--- config.mk ---
export PLATFORM = sky130hd
export DESIGN_NAME = lifo_mc_stack
export DESIGN_NICKNAME = d
export VERILOG_FILES = /design/src/rtl/lifo_mc_pkg.sv /design/src/rtl/lifo_mc_ptr.sv /design/src/rtl/lifo_mc_stack.sv
export SDC_FILE = /design/constraint.sdc
export NUM_CORES = 1
export LEC_CHECK = 0
export CAP_MARGIN = 20
export CORE_AREA = 3 3 254 156
export CTS_CLUSTER_DIAMETER = 40
export DETAILED_ROUTE_END_ITERATION = 8
export DIE_AREA = 0 0 257 159
export HOLD_SLACK_MARGIN = 0.05
export PLACE_DENSITY = 0.87
export SYNTH_ARGS = -nofsm -noshare
export SYNTH_HDL_FRONTEND = slang
export SYNTH_SLANG_ARGS = --single-unit
--- constraint.sdc ---
create_clock -name clk -period 4.8 [get_ports clk]
set_clock_uncertainty 0.15 [all_clocks]
set_input_delay 0.48 -clock clk [delete_from_list [all_inputs] [get_ports clk]]
set_output_delay 0.48 -clock clk [all_outputs]
set_load 0.005 [all_outputs]
--- src/rtl/lifo_mc_pkg.sv ---
// Shared defaults and the command decode for the multi-channel LIFO stack.
// Defaults and the command decode used by lifo_mc_stack and lifo_mc_ptr.
package lifo_mc_pkg;

    localparam int LIFO_DATA_W = 8;
    localparam int LIFO_ADDR_W = 4;
    localparam int LIFO_NUM_CH = 4;

    typedef enum logic [2:0] {
        OP_IDLE,
        OP_PUSH,
        OP_POP,
        OP_SWAP,
        OP_FLUSH
    } lifo_op_e;

    // Flush dominates; push together with pop is a swap of the top entry.
    function automatic lifo_op_e decode_op(input logic push, input logic pop, input logic flush);
        lifo_op_e op;
        if (flush)
            op = OP_FLUSH;
        else if (push && pop)
            op = OP_SWAP;
        else if (push)
            op = OP_PUSH;
        else if (pop)
            op = OP_POP;
        else
            op = OP_IDLE;
        return op;
    endfunction

endpackage

--- src/rtl/lifo_mc_ptr.sv ---
// Per-channel stack pointer: tracks occupancy (0..DEPTH), decodes full/empty,
// and raises overflow/underflow strobes for the command addressed to it.
module lifo_mc_ptr
    import lifo_mc_pkg::*;
#(
    parameter int ADDR_W = LIFO_ADDR_W
) (
    input  logic            clk,
    input  logic            rst_n,
    input  logic            sel,
    input  lifo_op_e        op,
    output logic [ADDR_W:0] ptr,
    output logic            full,
    output logic            empty,
    output logic            ovf_stb,
    output logic            udf_stb
);

    localparam logic [ADDR_W:0] PTR_ONE  = (ADDR_W + 1)'(1);
    localparam logic [ADDR_W:0] PTR_FULL = (ADDR_W + 1)'(1 << ADDR_W);

    logic [ADDR_W:0] ptr_reg;
    logic [ADDR_W:0] ptr_next;

    assign ptr   = ptr_reg;
    assign full  = (ptr_reg == PTR_FULL);
    assign empty = (ptr_reg == '0);

    always_comb begin
        ptr_next = ptr_reg;
        ovf_stb  = 1'b0;
        udf_stb  = 1'b0;
        if (sel) begin
            case (op)
                OP_FLUSH: ptr_next = '0;
                OP_PUSH: begin
                    if (full) ovf_stb = 1'b1;
                    else      ptr_next = ptr_reg + PTR_ONE;
                end
                OP_POP: begin
                    if (empty) udf_stb = 1'b1;
                    else       ptr_next = ptr_reg - PTR_ONE;
                end
                default: ptr_next = ptr_reg;
            endcase
        end
    end

    always_ff @(posedge clk or negedge rst_n) begin
        if (!rst_n)
            ptr_reg <= '0;
        else
            ptr_reg <= ptr_next;
    end

endmodule

--- src/rtl/lifo_mc_stack.sv ---
// Multi-channel LIFO: NUM_CH stacks sharing one memory addressed {ch, ptr}.
// Define LIFO_ERR_STICKY_EN to make ovf/udf sticky until err_clr; otherwise they pulse.
module lifo_mc_stack
    import lifo_mc_pkg::*;
#(
    parameter int DATA_W = LIFO_DATA_W,
    parameter int ADDR_W = LIFO_ADDR_W,
    parameter int DEPTH  = 1 << ADDR_W,
    parameter int NUM_CH = LIFO_NUM_CH,
    parameter int CH_W   = $clog2(NUM_CH)
) (
    input  logic                         clk,
    input  logic                         rst_n,
    input  logic [CH_W-1:0]              cmd_ch,
    input  logic                         push,
    input  logic                         pop,
    input  logic                         flush,
    input  logic [DATA_W-1:0]            d_in,
    input  logic                         err_clr,
    output logic [DATA_W-1:0]            d_out,
    output logic                         d_out_valid,
    output logic [CH_W-1:0]              d_out_ch,
    output logic [NUM_CH-1:0]            full,
    output logic [NUM_CH-1:0]            empty,
    output logic [NUM_CH*(ADDR_W+1)-1:0] count,
    output logic                         ovf,
    output logic                         udf
);

    localparam int MEM_AW = CH_W + ADDR_W;
    localparam logic [ADDR_W-1:0] OFS_ONE = ADDR_W'(1);

    typedef enum logic [1:0] {SRC_NONE, SRC_RAM, SRC_BYP} dout_src_e;

    lifo_op_e          op;
    logic [ADDR_W:0]   ptr_arr [NUM_CH];
    logic [NUM_CH-1:0] ovf_vec;
    logic [NUM_CH-1:0] udf_vec;

    assign op = decode_op(push, pop, flush);

    generate
        for (genvar gi = 0; gi < NUM_CH; gi++) begin : g_ch
            lifo_mc_ptr #(.ADDR_W(ADDR_W)) u_ptr (
                .clk     (clk),
                .rst_n   (rst_n),
                .sel     (cmd_ch == CH_W'(gi)),
                .op      (op),
                .ptr     (ptr_arr[gi]),
                .full    (full[gi]),
                .empty   (empty[gi]),
                .ovf_stb (ovf_vec[gi]),
                .udf_stb (udf_vec[gi])
            );
            assign count[gi*(ADDR_W+1) +: ADDR_W+1] = ptr_arr[gi];
        end
    endgenerate

    logic [ADDR_W-1:0] sel_ofs;
    logic [ADDR_W-1:0] top_ofs;
    logic              sel_full;
    logic              sel_empty;
    logic              wr_en;
    logic              rd_en;
    logic              pass;
    logic [MEM_AW-1:0] wr_addr;
    logic [MEM_AW-1:0] rd_addr;

    assign sel_ofs   = ptr_arr[cmd_ch][ADDR_W-1:0];
    assign top_ofs   = sel_ofs - OFS_ONE;
    assign sel_full  = full[cmd_ch];
    assign sel_empty = empty[cmd_ch];

    // A swap writes the old top's slot; the registered read sees the pre-write value.
    assign wr_en   = ((op == OP_PUSH) && !sel_full) || ((op == OP_SWAP) && !sel_empty);
    assign rd_en   = ((op == OP_POP) || (op == OP_SWAP)) && !sel_empty;
    assign pass    = (op == OP_SWAP) && sel_empty;
    assign wr_addr = {cmd_ch, (op == OP_PUSH) ? sel_ofs : top_ofs};
    assign rd_addr = {cmd_ch, top_ofs};

    logic [DATA_W-1:0] mem [NUM_CH*DEPTH];
    logic [DATA_W-1:0] ram_q_reg;
    logic [DATA_W-1:0] byp_q_reg;

    always_ff @(posedge clk) begin
        if (wr_en)
            mem[wr_addr] <= d_in;
        if (rd_en)
            ram_q_reg <= mem[rd_addr];
        if (pass)
            byp_q_reg <= d_in;
    end

    dout_src_e         src_reg;
    logic              valid_reg;
    logic [CH_W-1:0]   ch_reg;
    logic              ovf_reg;
    logic              udf_reg;

    always_ff @(posedge clk or negedge rst_n) begin
        if (!rst_n) begin
            src_reg   <= SRC_NONE;
            valid_reg <= 1'b0;
            ch_reg    <= '0;
        end else begin
            valid_reg <= rd_en || pass;
            if (rd_en) begin
                src_reg <= SRC_RAM;
                ch_reg  <= cmd_ch;
            end else if (pass) begin
                src_reg <= SRC_BYP;
                ch_reg  <= cmd_ch;
            end
        end
    end

`ifdef LIFO_ERR_STICKY_EN
    always_ff @(posedge clk or negedge rst_n) begin
        if (!rst_n) begin
            ovf_reg <= 1'b0;
            udf_reg <= 1'b0;
        end else if (err_clr) begin
            ovf_reg <= 1'b0;
            udf_reg <= 1'b0;
        end else begin
            ovf_reg <= ovf_reg || (|ovf_vec);
            udf_reg <= udf_reg || (|udf_vec);
        end
    end
`else
    logic err_clr_unused;
    assign err_clr_unused = err_clr;

    always_ff @(posedge clk or negedge rst_n) begin
        if (!rst_n) begin
            ovf_reg <= 1'b0;
            udf_reg <= 1'b0;
        end else begin
            ovf_reg <= |ovf_vec;
            udf_reg <= |udf_vec;
        end
    end
`endif

    always_comb begin
        d_out = '0;
        case (src_reg)
            SRC_RAM: d_out = ram_q_reg;
            SRC_BYP: d_out = byp_q_reg;
            default: d_out = '0;
        endcase
    end

    assign d_out_valid = valid_reg;
    assign d_out_ch    = ch_reg;
    assign ovf         = ovf_reg;
    assign udf         = udf_reg;

endmodule

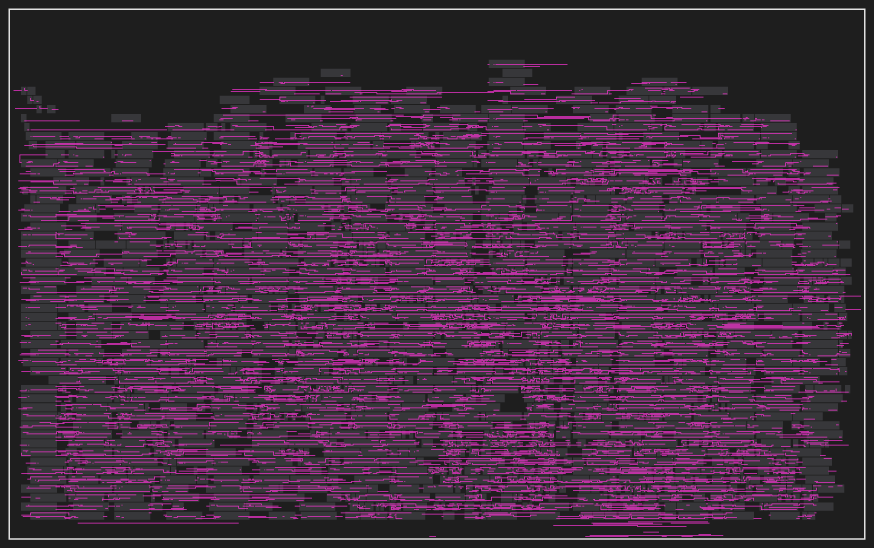
(met1 routing)
Cells faint in the background.
The layer carries 23.2 mm of wire. The wires run mostly horizontal.

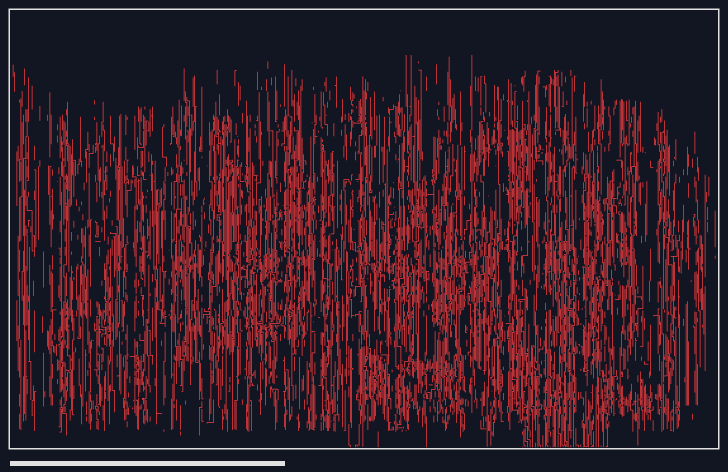
(M2 wires)
Bar = 100 um.
1475 nets have wire on it. The layer holds 42% of the routed length. The wires run mostly vertical. The layer carries 26.9 mm of wire.
routed wire length: 63.4 mm
Global Route met2 Usage: 43.1%
via count: 15000

==> flow_summary.toml <==
# physical design summary
[clocking]
clkLatencyLatePin_ns = 0.57
cts.clk_slew.worst_paths_ns = 0.08
cts_setup_buffers = 0
hold_buffers = 0
numCtsBuffers = 48
cts.repair.resized = 0
cts_tree = "yes"
cts_root_buf = "clkbuf_16"

[sta]
min_period_over_period_pct = 89.3
tightest_slew_ns = 1.03
hold_violations = 0
max-slew-margin-rel_pct = 31.3
timing.fmax_ghz = 0.233
rsz0062_at_grt = "false"
setup_viol = 0

[placement]
gp_congestion = 0.954
placed_cells_incl_taps = 2110
postPlaceCellArea_um2 = 24900
io_buffers = 55

[worst_setup_path]
crit_path_cell_trace = "clkdlybuf4s50_1, mux4_4, inv_1, ha_1, buf_4, xnor2_4, nor2_1, buf_4, nand3_1, a31oi_1, a2111oi_0, or4_1"
arrival_ns = 4.45
worstSetupStartpointType = "input port"
cp_common_cell = "buf_4"
cp_top_family = "buffers and inverters"
worstSetupPathType = "input port to register"
crit_buf_inv = 4
crit_required_ns = 4.96

[yosys]
yosys_warnings = 0
edf_count = 528
synth.yosys.seq_area_share_pct = 71.5
postSynth.asyncResetShare_pct = 4.86
yosys_cells = 1505
synth.avg_cell_area_um2 = 15.4
ys.flops = 555
synthesis.nets = 1540
yosys.cell_types.count = 63

[power]
combPwrFrac_pct = 26.1
power.switching_uw = 3840
cellLeakagePower_uw = 0.00900
seq_power_share_pct = 44.5
ir_worst_vdd_mv = 0.369
power_frac_clock_pct = 29.4
power_uw = 12300

[grt]
grt_pass1_vias = 14700
grt_max_degree = 94
grt.total_usage_pct = 30.9
antenna_found_initial = 0

[detailed_routing]
wl_per_cell_um = 28.8
route.detailed.drc = 0
drt_iter0_drc = 2601
ant_nets = 0

[floorplan]
io_pins = 57
fp_util_pct = 61.7
num_rows = 55
coreArea_um2 = 37500
die_w_um = 257

[cells_and_area]
mostFrequentLayoutCells = "edfxtp_1, nand2_1, buf_4"
finalNonFillerCells = 2199
largest_register_ffs = 512

[status]
outcome = "complete, no violations"

[run]
tool_warnings = 28
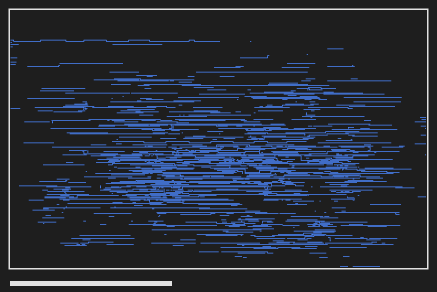
(the metal 3 layer)
Bar = 100 um.
338 nets have wire on it. The layer holds 17% of the routed length.
grt met3 use: 10.9%

-- area by class of cell --
class,instances,area (um^2),area share (%)
flip-flops and latches,555,16500,62.7
multi-input cells,844,6130,23.2
repair buffers,179,1560,5.92
well taps,513,642,2.44
clock inverters,23,135,0.513
inverters,23,86.3,0.328
clock buffers,61,1270,4.82
diodes,1,2.50,0.00949
-- path summary, 6_finish.rpt --
check                      depth (start not counted)                 endpoint                              from
max in group asynchronous                          2            ovf$_DFF_PN0_                             rst_n
min reg2reg                                        1  d_out_ch[0]$_DFFE_PN0P_           d_out_ch[0]$_DFFE_PN0P_
min                                                1     mem[20][1]$_DFFE_PP_                           d_in[1]
min in group asynchronous                          2    d_out_valid$_DFF_PN0_                             rst_n
max reg2reg                                       11   ram_q_reg[1]$_DFFE_PP_  g_ch[0].u_ptr.ptr[0]$_DFFE_PN0P_
max                                               12   ram_q_reg[1]$_DFFE_PP_                         cmd_ch[1]
-- synthesized netlist by cell type (all sizes together) (9+ instances only) --
| cell type | number |
|---|---|
| inv | 22 |
| edfxtp | 528 |
| nand2 | 196 |
| ha | 15 |
| a21oi | 31 |
| dfrtp | 27 |
| nor2 | 100 |
| o21ai | 41 |
| nand4 | 21 |
| nor4 | 9 |
| nand2b | 17 |
| clkbuf | 33 |
| nand3 | 95 |
| a31oi | 9 |
| nor2b | 12 |
| a32o | 10 |
| mux4 | 61 |
| a32oi | 23 |
| a22oi | 9 |
| buf | 50 |
| mux2i | 90 |
-- power groups by stage --
stage / clock, uW / sequential [uW] / combinational, uW
final: 3610 / 5480 / 3210
after detailed placement: 0 / 5570 / 3030
after global placement: 0 / 5570 / 2920
after CTS: 3620 / 5470 / 3070
after global routing: 3800 / 5480 / 3330
after floorplan: 0 / 5540 / 1800
-- metrics by stage --
| stage | worst slack (ns) | utilization [%] |
|---|---|---|
| after floorplan | 0.517 | - |
| after detailed placement | 0.164 | 66.3 |
| after CTS | 0.672 | 70.0 |
| after global placement | 0.265 | 66.3 |
| after global routing | 0.484 | 70.3 |
| final | 0.515 | 70.3 |
-- logic make-up (layout without fill, tap and decap cells) --
logic type | count (synthesis) | after routing | synth area share, %
flops | 555 | 555 | 71.5
xor+xnor | 15 | 15 | 0.600
compound gates | 170 | 170 | 5.01
simple gates | 483 | 483 | 9.46
mux | 157 | 157 | 10.1
other cells | 0 | 1 | 0
buf+inv | 106 | 286 | 2.18
fa+ha+maj | 19 | 19 | 1.16
-- layer usage --
metal,part of all wire (%),track usage [%]
met1,37,45.7
met2,42,43.1
met3,17,10.9
met4,3.9,10.6
met5,0,0
Power is estimated from default activity; no workload was simulated.
